Figure 1. Placement density heat map.
Scale bar: 20 um. The die is cut into 7 by 12 equal tiles; black is low, pale yellow is high, 0 to 100% covered.
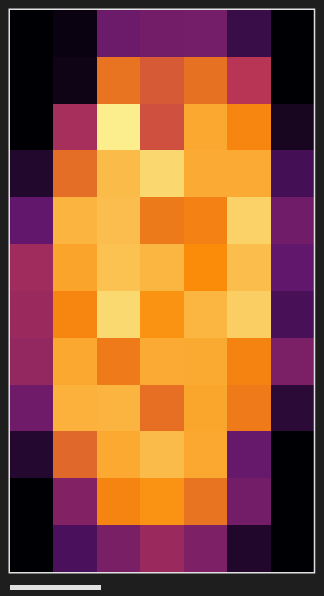
Figure 2. Routing congestion map.
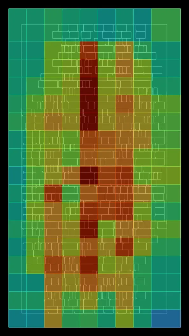
Figure 3. Met1 routing.
Scale bar: 20 um.
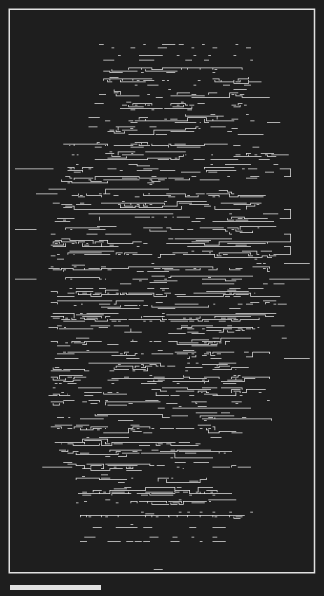
Figure 4. M2 wires.
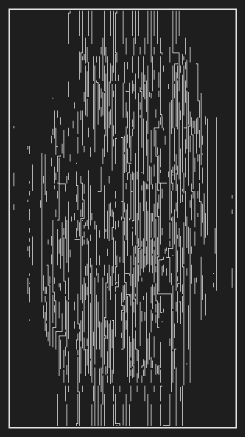
Figure 5. Signal metal coverage by tile.
Scale bar: 20 um. The die is cut into 13 by 25 equal tiles; black is low, pale yellow is high, scaled to the fullest tile. Values are wire area over tile area, all layers added.
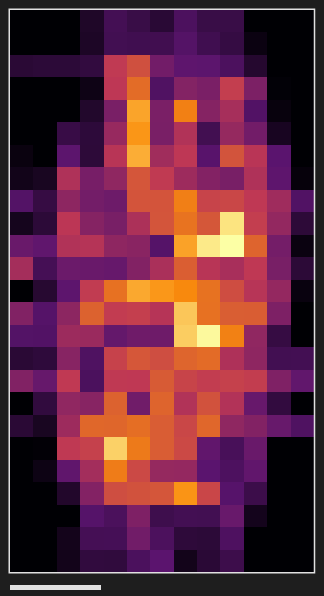
==> config.mk <==
export PLATFORM = sky130hd
export DESIGN_NAME = seq_mag_cmp
export DESIGN_NICKNAME = d
export VERILOG_FILES = /design/src/rtl/seq_mag_cmp.sv
export SDC_FILE = /design/constraint.sdc
export NUM_CORES = 1
export LEC_CHECK = 0
export CAP_MARGIN = 20
export CORE_ASPECT_RATIO = 2
export CORE_MARGIN = 5
export CORE_UTILIZATION = 50
export CTS_CLUSTER_SIZE = 25
export DETAILED_ROUTE_END_ITERATION = 8
export PLACE_DENSITY = 0.79
export SYNTH_ARGS = -nofsm -noshare
export SYNTH_HDL_FRONTEND = slang
export SYNTH_SLANG_ARGS = --single-unit
==> constraint.sdc <==
create_clock -name clk -period 2.9 [get_ports clk]
set_clock_uncertainty 0.05 [all_clocks]
set_input_delay 0.29 -clock clk [delete_from_list [all_inputs] [get_ports clk]]
set_output_delay 0.29 -clock clk [all_outputs]
set_load 0.03 [all_outputs]
==> run_results.csv <==
group,metric,value,unit
pwr,power_density,607,nW/um^2
clock_network,ctsHoldBuffers,0,
clock_network,cts_tree,"built",
final_layout,clkbuf_count,12,
synth,synth_top_cell_by_count,"nand2_1",
pwr,report.power.total,2560,uW
synth,top_logic_kind,"simple AND/OR/NAND/NOR gates",
final_layout,num_antenna_cells,0,
final_layout,final-nonclk-buf-share,0.186,
worst_setup_path,worstPathCellList,"buf_4 > mux4_1 > mux2_2 > ha_1 > nor2b_1 > o2111ai_1 > and2_0 > o21ai_0",
worst_setup_path,arrival,2.64,ns
synth,syn_area,3190,um^2
worst_setup_path,rrSetupSlack,0.42,ns
placed_design,place_inst,500,
drt,highest_layer,"met4",
final_layout,largestClassByArea,"combinational gates",
placed_design,postPlaceCellArea,3960,um^2
final_layout,regArea,1460,um^2
placed_design,dp_slack,0.434,ns
drt,met3WireLength,384,um
grt,grt_max_degree,39,
synth,yosys_warnings,0,
final_timing,rsz0062_at_grt,"no",
final_layout,layout.nets,499,
clock_network,ctsResizeCount,0,
synth,synth-seq-cells,73,
outcome,status,"complete, no violations",
synth,common_cells,"nand2_1, dfxtp_1, a21oi_1",
worst_setup_path,cpMaxStageDelayCell,"mux4_1",
final_timing,relSlewSlack,0.551,
worst_setup_path,required,3.05,ns
clock_network,ctsRootBufferMaster,"clkbuf_16",
worst_setup_path,cp_max_fo,11,
synth,ys_sh_simple,0.190,
pwr,p_leak,0.00160,uW
pwr,p_seq,1130,uW
synth,seq_area_frac_synth,0.458,
die,chipArea,8180,um^2
pwr,swShare,0.253,
final_layout,fill_cells,532,
synth,area_leaders,"dfxtp_1, nand2_1, a21oi_1",
pwr,p_int,1910,uW
final_layout,nNonClkBuffers,78,
placed_design,portBuffers,71,
final_timing,drv_slew,0,
synth,yosys-stat-cells,364,
grt,grt_pass1_wl,12300,um
final_timing,setup_slack,0.418,ns
drt,dr_wl_met2,4370,um
final_layout,final_layout_top_logic_cells,"nand2_1, dfxtp_1, clkdlybuf4s50_1",
worst_setup_path,crit_buf_inv,1,
synth,yosysTopAreaCell,"dfxtp_1",
drt,final_antenna_net_count,0,
synth,mux_share,0.151,
About Figure 1:
fullest tile	96%
mean over tiles	50%
tiles over 75% full	32%
total core area: 6260 um^2
Pre-Place Util: 0.510
Final Util: 0.674

About Figure 2:
busiest layer in global routing: met2
total track usage: 0.205
global-route track usage on met1: 0.209
global routing usage on met3: 0.0491
met2 usage: 0.378

About Figure 3:
longest straight run	35.9 um
nets with wire on the layer	434
main direction	horizontal
share of all routed wire	36%
wire length on this layer	2760 um
total wire length: 7740 um
total vias in the final route: 2720

About Figure 4:
nets with wire on the layer	422
wire length on this layer	4370 um
main direction	vertical
longest straight run	51.0 um

About Figure 5:
mean over tiles	0.15
tiles over half the peak	25%
fullest tile	0.49
densest ninth of the die	center
nearly empty tiles	18%
WL per Instance: 15.0 um

Power is estimated from default activity; no workload was simulated.
